Figure 1. Clock nets (run 1).
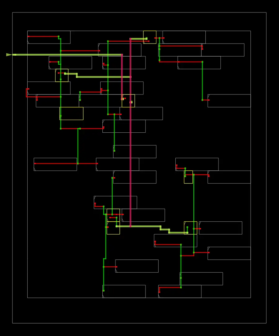
Figure 2. Register map, names as in the netlist (run 1).
Scale bar: 20 um.
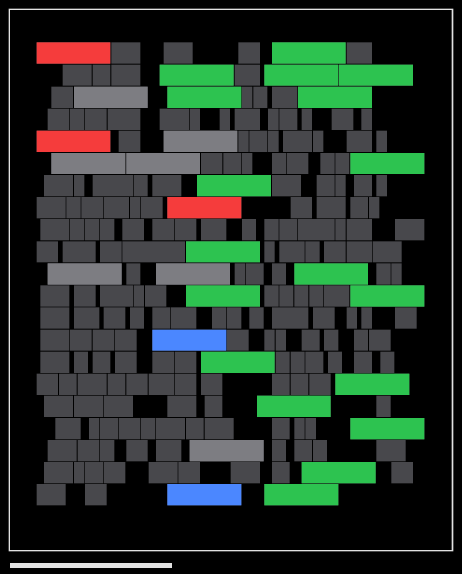
Figure 3. Cell classes on the final placement (run 1).
Fill, decap, tap and diode cells in gray.
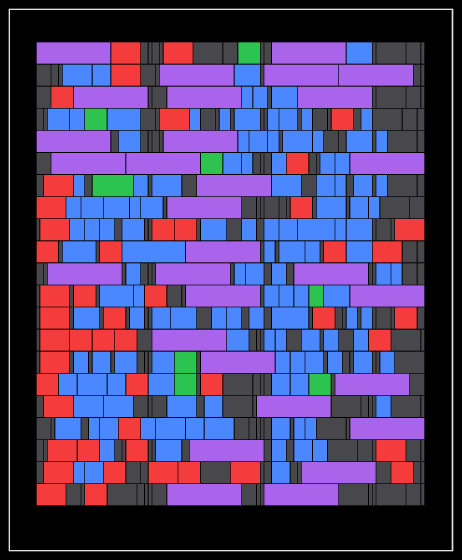
### src/rtl/ps2_pkg.sv
// Shared types, scan codes and key decode helpers for the PS/2 key tracker.
// The arrow-key mapping is used only when PS2_ARROW_KEYS_EN is defined.
package ps2_pkg;

   typedef enum logic [1:0] {
      ST_IDLE,
      ST_BRK,
      ST_EXT,
      ST_EXT_BRK
   } state_t;

   localparam logic [7:0] PS2_BRK  = 8'hF0;
   localparam logic [7:0] PS2_EXT  = 8'hE0;
   localparam logic [7:0] PS2_BAT  = 8'hAA;
   localparam logic [7:0] PS2_ER0  = 8'h00;
   localparam logic [7:0] PS2_ER1  = 8'hFC;
   localparam logic [7:0] PS2_ER2  = 8'hFF;

   localparam logic [7:0] SC_SPACE = 8'h29;
   localparam logic [7:0] SC_RIGHT = 8'h23;
   localparam logic [7:0] SC_LEFT  = 8'h1C;
   localparam logic [7:0] SC_ARR_L = 8'h6B;
   localparam logic [7:0] SC_ARR_R = 8'h74;

   localparam int KEY_SPACE = 0;
   localparam int KEY_RIGHT = 1;
   localparam int KEY_LEFT  = 2;
   localparam int NKEYS     = 3;

   typedef logic [NKEYS-1:0] keys_t;

   function automatic keys_t key_bit(input int idx);
      keys_t m;
      m = '0;
      m[idx] = 1'b1;
      return m;
   endfunction

   // One-hot mask of the game key a plain scan code maps to, or zero.
   function automatic keys_t key_mask(input logic [7:0] code);
      keys_t m;
      m = '0;
      unique case (1'b1)
         (code == SC_SPACE): m = key_bit(KEY_SPACE);
         (code == SC_RIGHT): m = key_bit(KEY_RIGHT);
         (code == SC_LEFT):  m = key_bit(KEY_LEFT);
         default:            m = '0;
      endcase
      return m;
   endfunction

   function automatic keys_t arrow_mask(input logic [7:0] code);
      keys_t m;
      m = '0;
      unique case (1'b1)
         (code == SC_ARR_L): m = key_bit(KEY_LEFT);
         (code == SC_ARR_R): m = key_bit(KEY_RIGHT);
         default:            m = '0;
      endcase
      return m;
   endfunction

   function automatic logic is_err_byte(input logic [7:0] code);
      return (code == PS2_ER0) || (code == PS2_ER1) ||
             (code == PS2_ER2);
   endfunction

   function automatic logic is_prefix(input logic [7:0] code);
      return (code == PS2_BRK) || (code == PS2_EXT);
   endfunction

endpackage

### src/rtl/ps2_gap_timer.sv
// Gap counter between a prefix byte and its follow-up byte.
// Held at zero while not running; expire marks the last allowed cycle.
module ps2_gap_timer #(
   parameter int TIMEOUT_CYCLES = 200000
) (
   input  logic clk,
   input  logic rst,
   input  logic run,
   input  logic clr,
   output logic expire
);

   localparam int CW = (TIMEOUT_CYCLES > 2) ?
                       $clog2(TIMEOUT_CYCLES) : 1;
   localparam logic [CW-1:0] LAST = CW'(TIMEOUT_CYCLES - 1);

   logic [CW-1:0] count;
   logic          at_last;

   assign at_last = (count == LAST);
   assign expire  = run && !clr && at_last;

   // Saturates at LAST; the FSM leaves the running states on expiry.
   always_ff @(posedge clk or negedge rst) begin
      if (!rst) begin
         count <= '0;
      end else if (clr || !run) begin
         count <= '0;
      end else if (!at_last) begin
         count <= count + 1'b1;
      end
   end

endmodule

### src/rtl/ps2_key_tracker.sv
// PS/2 make/break sequencer with per-key held flags and press/release pulses.
// Optional macro PS2_ARROW_KEYS_EN maps E0 6B / E0 74 onto left / right.
module ps2_key_tracker
   import ps2_pkg::*;
#(
   parameter int TIMEOUT_CYCLES = 200000
) (
   input  logic       clk,
   input  logic       rst,
   input  logic [7:0] rx_data,
   input  logic       rx_valid,
   output logic       key_space,
   output logic       key_right,
   output logic       key_left,
   output logic [2:0] key_press,
   output logic [2:0] key_release,
   output logic       proto_err
);

   state_t state;
   state_t state_nx;
   keys_t  held;
   keys_t  held_nx;
   keys_t  mask;
   keys_t  amask;
   logic   err_nx;
   logic   quiet_nx;
   logic   run;
   logic   expire;

   assign run   = (state != ST_IDLE);
   assign mask  = key_mask(rx_data);
`ifdef PS2_ARROW_KEYS_EN
   assign amask = arrow_mask(rx_data);
`else
   assign amask = '0;
`endif

   ps2_gap_timer #(
      .TIMEOUT_CYCLES(TIMEOUT_CYCLES)
   ) u_gap (
      .clk    (clk),
      .rst    (rst),
      .run    (run),
      .clr    (rx_valid),
      .expire (expire)
   );

   always_comb begin
      state_nx = state;
      held_nx  = held;
      err_nx   = 1'b0;
      quiet_nx = 1'b0;
      if (rx_valid) begin
         unique case (state)
            ST_IDLE: begin
               unique case (1'b1)
                  (rx_data == PS2_BRK): state_nx = ST_BRK;
                  (rx_data == PS2_EXT): state_nx = ST_EXT;
                  (mask != '0): held_nx = held | mask;
                  (rx_data == PS2_BAT): begin
                     held_nx  = '0;
                     quiet_nx = 1'b1;
                  end
                  is_err_byte(rx_data): begin
                     held_nx = '0;
                     err_nx  = 1'b1;
                  end
                  default: ;
               endcase
            end
            ST_BRK: begin
               state_nx = ST_IDLE;
               if (mask != '0) begin
                  held_nx = held & ~mask;
               end else if (is_prefix(rx_data)) begin
                  err_nx = 1'b1;
               end
            end
            ST_EXT: begin
               if (rx_data == PS2_BRK) begin
                  state_nx = ST_EXT_BRK;
               end else begin
                  state_nx = ST_IDLE;
                  held_nx  = held | amask;
               end
            end
            ST_EXT_BRK: begin
               state_nx = ST_IDLE;
               held_nx  = held & ~amask;
            end
            default: state_nx = ST_IDLE;
         endcase
      end else if (expire) begin
         state_nx = ST_IDLE;
         err_nx   = 1'b1;
      end
   end

   always_ff @(posedge clk or negedge rst) begin
      if (!rst) begin
         state       <= ST_IDLE;
         held        <= '0;
         key_press   <= '0;
         key_release <= '0;
         proto_err   <= 1'b0;
      end else begin
         state       <= state_nx;
         held        <= held_nx;
         key_press   <= held_nx & ~held;
         key_release <= quiet_nx ? '0 : (held & ~held_nx);
         proto_err   <= err_nx;
      end
   end

   assign key_space = held[KEY_SPACE];
   assign key_right = held[KEY_RIGHT];
   assign key_left  = held[KEY_LEFT];

endmodule

### config.mk
export PLATFORM = sky130hd
export DESIGN_NAME = ps2_key_tracker
export DESIGN_NICKNAME = d
export VERILOG_FILES = /design/src/rtl/ps2_pkg.sv /design/src/rtl/ps2_gap_timer.sv /design/src/rtl/ps2_key_tracker.sv
export SDC_FILE = /design/constraint.sdc
export NUM_CORES = 1
export LEC_CHECK = 0
export CAP_MARGIN = 5
export CORE_ASPECT_RATIO = 1.25
export CORE_MARGIN = 3
export CORE_UTILIZATION = 54
export DETAILED_ROUTE_END_ITERATION = 10
export PLACE_DENSITY = 0.78
export SYNTH_ARGS = -nofsm -noshare
export SYNTH_HDL_FRONTEND = slang
export SYNTH_SLANG_ARGS = --single-unit
export TNS_END_PERCENT = 5
### constraint.sdc
create_clock -name clk -period 1.9 [get_ports clk]
set_input_delay 0.38 -clock clk [delete_from_list [all_inputs] [get_ports clk]]
set_output_delay 0.38 -clock clk [all_outputs]
set_load 0.01 [all_outputs]
==> flow_summary.ini, run 1 <==
; flow metrics
[worst_hold_path]
hp-class = in -> async

[floorplan]
fp_util = 0.579
tap-cell-count = 34
die_w_um = 54.4

[power]
comb-power_mw = 0.109
p_switching_mw = 0.281
internal_power_mw = 0.879
ir_worst_vdd_v = 0.000516
top_power_group = sequential cells
power_frac_comb = 0.094
power_leakage_nw = 0.883
powerDensity_nw_per_um2 = 553
p_sw_frac = 0.242

[yosys]
xor_share = 0.0443
syn-instance-count = 164
netlist_logic_family_top = simple AND/OR/NAND/NOR gates
yosys.area.top_type_share = 0.475
edf_count = 0
async_flop_share = 1.00
flop_cell = dfrtp_1
synth.mux.area_fraction = 0.00633
ys_seq_frac = 0.475
largest_area_cell = dfrtp_1
simple_gate_share = 0.286
floorplan.nets = 176
ys_ff = 30

[finish]
nonClkBufAreaFrac = 0.196
synthToLayoutAreaGrowth_pct = 32.7
fin_nets = 227
final_common_cell = dfrtp_1
flops = 30
comb_cells = 127
n_clock_buffer = 6
n_antenna_cell = 0
dominant_cells = combinational gates
inverters = 3

[placement]
pre_cts_ws_ps = -360
port_buffers = 20
hpwl_um = 2860

[cts]
htreeDepth = 2
cts.hold.buffers_added = 0
cts_tree = done
postCtsSetupRepairBufs = 0
cts_resized = 0

[global_routing]
grt_pass1_vias = 1479
grtUsageMet3 = 0.0559
antenna_found_initial = 0
grt.total_usage = 0.238
grt_first_pass_wirelength_um = 6210
grt.busiest_layer = met2

[final_timing]
hold_viol_final = 0
worst_pin_slew_ps = 779
rsz0062_at_grt = no
setup_violations = 0
period_needed_ps = 1870
timing.hold.ws_ps = 423

[route]
wl_met1_um = 1460
ant_nets = 0
wl_met2_um = 2070
wl_per_cell_um = 15.0
routed_wirelength_um = 3760

[setup_path]
cp_slowest_cell = or4_4
start_kind = primary input
crit_chain = clkdlybuf4s50_1, or4_4, or3_4, a21bo_1, a21boi_1
r2r-end = state[0]$_DFFE_PN0P_
rr_startpoint = u_gap.count[13]$_DFFE_PN0N_
max_stage_delay_ps = 540

[run_status]
outcome = complete, no violations
Back to the opening pictures, Figure 1:
clock sinks: 30
Worst Skew: 13.4 ps
CTS buffer count: 5
worst skew pair latency: 330 ps
clock-net power: 0.405 mW

Back to the opening pictures, Figure 2:
Key: `u_gap.count` = green [flops 18]; `state` = blue [flops 2]; `key_press` = red [flops 3]
Another 7 sequential cells are not colored.
fin util: 0.768
area occupied by registers: 751 um2
Seq group: 0.646 mW
sequential cell area share: 0.358

Back to the opening pictures, Figure 3:
Key: all other logic = blue [cells 130]; flip-flops = purple [cells 30]; other buffers and delay cells = red [cells 48]; clock drivers and dummy loads = green [cells 8]
core area: 2730 um2
Final Cell Area: 2100 um2
placement row count: 21

run 1: per-stage QoR:
step / util / instances / TNS (ps)
finish: 0.768 / 250 / 0
global route: 0.768 / 250 / 0
CTS: 0.762 / 250 / 0
detailed placement: 0.739 / 242 / -2680
global placement: 0.739 / 242 / -2280
floorplan: - / 164 / 0
run 1: how the worst max path moves through the flow:
stage / endpoint
after global routing: key_release[2]$_DFF_PN0_
after floorplan: held[1]$_DFF_PN0_
after detailed placement: held[1]$_DFF_PN0_
after global placement: held[1]$_DFF_PN0_
after CTS: held[1]$_DFF_PN0_
final: key_release[2]$_DFF_PN0_
run 1: registers in the layout (all words and copies together) (netlist names):
signal,cells
key_release,3
proto_err,1
state,2
key_press,3
held,3
u_gap.count,18
==> run 2, diff against run 1 <==
--- a/config.mk
+++ b/config.mk
@@ -5,12 +5,14 @@
 export SDC_FILE = /design/constraint.sdc
 export NUM_CORES = 1
 export LEC_CHECK = 0
+export ABC_CLOCK_PERIOD_IN_PS = 1900
 export CAP_MARGIN = 5
 export CORE_ASPECT_RATIO = 1.25
 export CORE_MARGIN = 3
 export CORE_UTILIZATION = 54
 export DETAILED_ROUTE_END_ITERATION = 10
 export PLACE_DENSITY = 0.78
+export SLEW_MARGIN = 30
 export SYNTH_ARGS = -nofsm -noshare
 export SYNTH_HDL_FRONTEND = slang
 export SYNTH_SLANG_ARGS = --single-unit
Figure 4. Clock wires, drivers and flops (run 2).
Scale bar: 20 um.
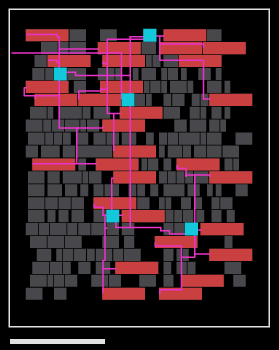
Key: flip-flops = red [count 30]; clock wires = magenta [length 366 um]; cells driving clock nets = cyan [count 5]
There are 6 routed clock nets. Position of the flops: all over the die.
clock share of power: 0.349

Figure 5. Routed metal, one color a layer (run 2).
Scale bar: 20 um. Only two layers are drawn.
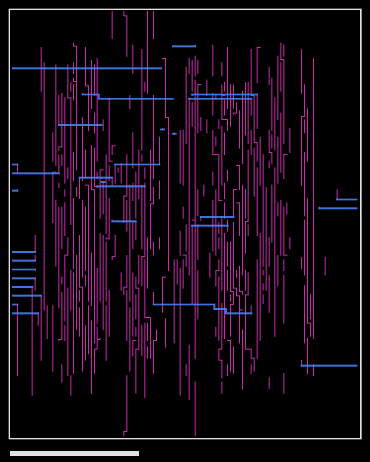
Key: met3 = blue [wire length 170 um]; met2 = magenta [wire length 2070 um]
detailed-route via count: 1481
post-DR wirelength/cell: 15.0 um
Global Route Usage Sum: 0.238

==> flow_summary.ini, run 2 <==
; flow metrics
[cts]
numCtsBuffers = 5
htreeDepth = 2
root_buffer = clkbuf_4
clk_pin_slew_ps = 100
postCtsSetupRepairBufs = 0
cts_resized = 0
cts_tree = done
clock_sinks = 30
clk_latency_ps = 330
cts.hold.buffers_added = 0
cts.path.max_buffers = 2

[final_timing]
period_needed_ps = 1870
max_slew_margin = 0.479
hold_viol_final = 0
timing.fmax_mhz = 534
rsz0062_at_grt = no
setup_violations = 0
tns_ps = 0
slew_violations = 0
worst_pin_slew_ps = 779
skew_ps = 13.4
period_used_share = 0.986
timing.hold.ws_ps = 423
fin_ws_ps = 27.2

[power]
pg_clk_mw = 0.405
power_frac_comb = 0.094
powerDensity_nw_per_um2 = 553
p_sw_frac = 0.242
powerSeq_mw = 0.646
top_power_group = sequential cells
power_leakage_nw = 0.883
power_mw = 1.16
comb-power_mw = 0.109
ir_worst_vdd_v = 0.000516
internal_power_mw = 0.879
p_switching_mw = 0.281
power_frac_seq = 0.557

[finish]
top_register = u_gap.count
design_area_um2 = 2100
n_clock_buffer = 6
nonClockBufferCount = 48
comb_cells = 127
fin_nets = 227
flops = 30
clock_area_frac = 0.0304
synthToLayoutAreaGrowth_pct = 32.7
nFillCells = 196
seq_share = 0.358
postLayoutCoreUtil = 0.768
final_common_cell = dfrtp_1
n_antenna_cell = 0
comb_area_frac = 0.391
final_cell_mix = dfrtp_1, buf_4, clkdlybuf4s50_1, nor2_1, nand3_1
flop_area_um2 = 751
layout.area.comb_um2 = 820
inverters = 3
stdcell_count = 250
dominant_cells = combinational gates
nonClkBufAreaFrac = 0.196
post_route_cells_drive_above_1_share = 0.213
largest_reg_flops = 18

[yosys]
ys_seq_frac = 0.475
ys_sh_aoi = 0.165
ys_ff = 30
synthMostInstantiatedCell = dfrtp_1
netlist_logic_family_top = simple AND/OR/NAND/NOR gates
netlist_area_um2 = 1580
simple_gate_share = 0.286
flop_cell = dfrtp_1
floorplan.nets = 176
xor_share = 0.0443
ys_cells = 164
async_flop_share = 1.00
synth.area.top_cells = dfrtp_1, xnor2_1, nand3_1
yosys.area.top_type_share = 0.475
synth.mux.area_fraction = 0.00633
yosys-top-cells-count = dfrtp_1, nor2_1, nand3_1, nand2_1, a21oi_1
syn-instance-count = 164
largest_area_cell = dfrtp_1
edf_count = 0
ys_area_um2 = 1580
syn-mean-instance-area_um2 = 9.64
adder_share = 0.00791
ys_types = 40
ys_warn_count = 0

[global_routing]
gr-total-overflow = 0
antenna_found_initial = 0
grt_first_pass_wirelength_um = 6210
use_met1 = 0.250
met2_usage = 0.428
grtUsageMet3 = 0.0559
grt_max_degree = 31
grt_pass1_vias = 1479
grt.busiest_layer = met2

[route]
vias_per_cell = 5.92
top_layer = met4
wl_met1_um = 1460
ant_nets = 0
firstDrtPassIters = 4
drc_errors = 0
routed_wirelength_um = 3760
wl_met2_um = 2070
wl_met3_um = 169
drtIter0Drc = 47

[worst_hold_path]
hp-class = in -> async

[run]
maxCapViolCount = 0
warnings = 26

[setup_path]
start_kind = primary input
cp.required_ps = 2160
critPathCaptureType = register
crit_arrival_ps = 2130
worstSetupPathType = in -> reg
critical_path.max_fanout = 3

[placement]
pre_cts_ws_ps = -360
gp_congestion = 0.833
placed_area_um2 = 2020
port_buffers = 20
placedCellCount = 242
hpwl_um = 2860

[floorplan]
die_w_um = 54.4
rows = 21
tap-cell-count = 34
die_y_um = 66.5
core-area_um2 = 2730
die_area_um2 = 3620
ioPinCount = 21
fp_util = 0.579

[run_status]
outcome = complete, no violations
run 2: cell counts after synthesis:
No cell type changed its count.
run 2: worst paths after layout:
check,depth (start not counted),endpoint,start,slack [ps]
setup / recovery,5,key_release[2]$_DFF_PN0_,rx_data[1],30
hold / removal,2,u_gap.count[11]$_DFFE_PN0N_,rst,420
setup reg to reg,4,state[0]$_DFFE_PN0P_,u_gap.count[13]$_DFFE_PN0N_,130
hold reg to reg,1,key_press[2]$_DFF_PN0_,held[2]$_DFF_PN0_,510
max in group asynchronous,2,u_gap.count[1]$_DFFE_PN0N_,rst,1200
min in group clk,1,key_press[2]$_DFF_PN0_,held[2]$_DFF_PN0_,510
run 2: worst max-delay path, cell delays in order:
cell and delay [ps]:
clkdlybuf4s50_1 420, or4_4 540, or3_4 410, a21bo_1 240
a21boi_1 140
==> run 3, diff against run 2 <==
--- a/config.mk
+++ b/config.mk
@@ -8,7 +8,7 @@
 export ABC_CLOCK_PERIOD_IN_PS = 1900
 export CAP_MARGIN = 5
 export CORE_ASPECT_RATIO = 1.25
-export CORE_MARGIN = 3
+export CORE_MARGIN = 2
 export CORE_UTILIZATION = 54
 export DETAILED_ROUTE_END_ITERATION = 10
 export PLACE_DENSITY = 0.78
Figure 6. Cell classes on the final placement (run 3).
Fill, decap, tap and diode cells in gray.
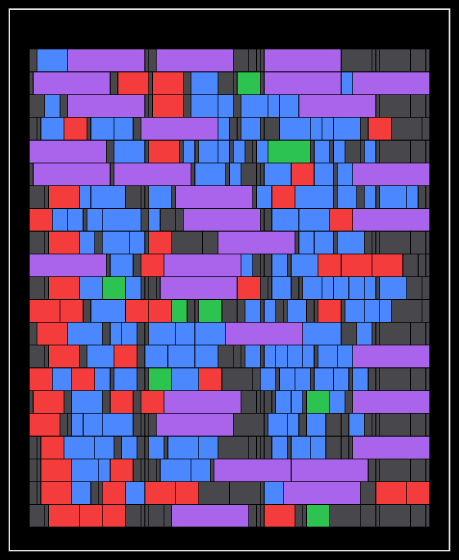
Key: all other logic = blue [cells 130]; other buffers and delay cells = red [cells 47]; clock drivers and dummy loads = green [cells 8]; flip-flops = purple [cells 30]
Final Cell Area: 2080 um2
sequential cell area share: 0.361
fin util: 0.762

Figure 7. Clock wires, drivers and flops (run 3).
Scale bar: 20 um.
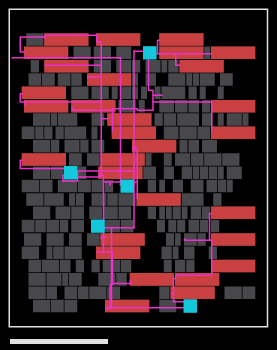
Key: clock wires = magenta [length 419 um]; cells driving clock nets = cyan [count 5]; flip-flops = red [count 30]
There are 6 routed clock nets.
clock share of power: 0.358
worst skew pair latency: 350 ps
clock-net power: 0.422 mW
Worst Skew: 21.9 ps

==> flow_summary.ini, run 3 <==
; flow metrics
[final_timing]
period_used_share = 0.975
fin_ws_ps = 48.0
worst_pin_slew_ps = 730
max_slew_margin = 0.512
period_needed_ps = 1850
hold_viol_final = 0
timing.fmax_mhz = 540
rsz0062_at_grt = yes
setup_violations = 0
timing.hold.ws_ps = 401
slew_violations = 0
tns_ps = 0

[route]
wl_met2_um = 2030
drc_errors = 0
vias = 1476
wl_met1_um = 1540
vias_per_cell = 5.93
routed_wirelength_um = 3920
wl_per_cell_um = 15.7
drtIter0Drc = 46
ant_nets = 0
firstDrtPassIters = 4
wl_met3_um = 146
top_layer = met4

[setup_path]
crit_arrival_ps = 2140
critPathBufInv = 1
cp_num_cells = 5
worstSetupPathType = in -> reg
reg2reg_depth = 4
max_stage_delay_ps = 540
crit_end = key_release[1]$_DFF_PN0_
critical_path.max_fanout = 3
critPathTopFamily = simple AND/OR/NAND/NOR gates
r2r-end = state[0]$_DFFE_PN0P_
start_kind = primary input
crit_chain = clkdlybuf4s50_1, or4_4, or3_4, a21bo_1, a21boi_2
ff2ff_setup_slack_ps = 170
critPathCaptureType = register
cp-startpoint = rx_data[1]
cp_slowest_cell = or4_4
cp.required_ps = 2190
rr_startpoint = u_gap.count[13]$_DFFE_PN0N_

[yosys]
ys_area_um2 = 1580
ys_sh_aoi = 0.165
xor_share = 0.0443
netlist_logic_family_top = simple AND/OR/NAND/NOR gates
ys_ff = 30
floorplan.nets = 176
netlist_area_um2 = 1580
synth.area.top_cells = dfrtp_1, xnor2_1, nand3_1
adder_share = 0.00791
ys_seq_frac = 0.475
ys_cells = 164
synthMostInstantiatedCell = dfrtp_1
yosys-top-cells-count = dfrtp_1, nor2_1, nand3_1, nand2_1, a21oi_1
ys_warn_count = 0
simple_gate_share = 0.286
edf_count = 0
yosys.area.top_type_share = 0.475
synth.mux.area_fraction = 0.00633
ys_types = 40
flop_cell = dfrtp_1
largest_area_cell = dfrtp_1
syn-instance-count = 164
syn-mean-instance-area_um2 = 9.64
async_flop_share = 1.00

[placement]
gp_congestion = 0.840
pre_cts_ws_ps = -372
port_buffers = 20
hpwl_um = 2910
placedCellCount = 241

[cts]
cts.hold.buffers_added = 0
root_buffer = clkbuf_4
postCtsSetupRepairBufs = 0
numCtsBuffers = 5
cts_tree = done
htreeDepth = 2
clk_pin_slew_ps = 110
cts.path.max_buffers = 2
clock_sinks = 30

[run]
warnings = 27
maxCapViolCount = 0

[finish]
post_route_cells_drive_above_1_share = 0.209
layout.area.comb_um2 = 811
nFillCells = 211
flop_area_um2 = 751
largest_reg_flops = 18
synthToLayoutAreaGrowth_pct = 31.6
top_register = u_gap.count
fin_nets = 226
final_cell_mix = dfrtp_1, buf_4, clkdlybuf4s50_1, nor2_1, nand3_1
n_antenna_cell = 0
stdcell_count = 249
final_common_cell = dfrtp_1

[global_routing]
grt.total_usage = 0.266
grt_max_degree = 31
grt_pass1_vias = 1464
antenna_found_initial = 0
grtUsageMet3 = 0.0668
gr-total-overflow = 0
grt_first_pass_wirelength_um = 6500
met2_usage = 0.459
grt.busiest_layer = met2
use_met1 = 0.280

[floorplan]
die_y_um = 64.5
core-area_um2 = 2730
die_area_um2 = 3380
rows = 21
ioPinCount = 21
fp_util = 0.579
die_w_um = 52.4

[power]
ir_worst_vdd_v = 0.000515
power_leakage_nw = 0.878
powerDensity_nw_per_um2 = 565

[worst_hold_path]
hp-class = in -> async

[run_status]
outcome = complete, no violations
## run 3: cell type report
type,instances,area share
multi-input cells,127,0.389
flip-flops and latches,30,0.361
repair buffers,47,0.194
clock buffers,6,0.0246
well taps,34,0.0204
clock inverters,2,0.00601
inverters,3,0.00541
## run 3: repair_timing
action,in CTS,in global routing
gates cloned,0,0
gates resized,1,0
setup endpoints to repair,1,2
## run 3: stage by stage
step | power, mW | cell area [um2]
floorplan | 0.685 | 1580
global placement | 0.762 | 2010
detailed placement | 0.767 | 2010
CTS | 1.18 | 2080
global route | 1.22 | 2080
finish | 1.18 | 2080
## run 3: report_power, final
| part | internal [mW] | total (mW) | switching (mW) |
|---|---|---|---|
| Clock | 0.178 | 0.422 | 0.244 |
| Combinational | 0.0587 | 0.109 | 0.0499 |
| Sequential | 0.642 | 0.647 | 0.00451 |
Power is estimated from default activity; no workload was simulated.
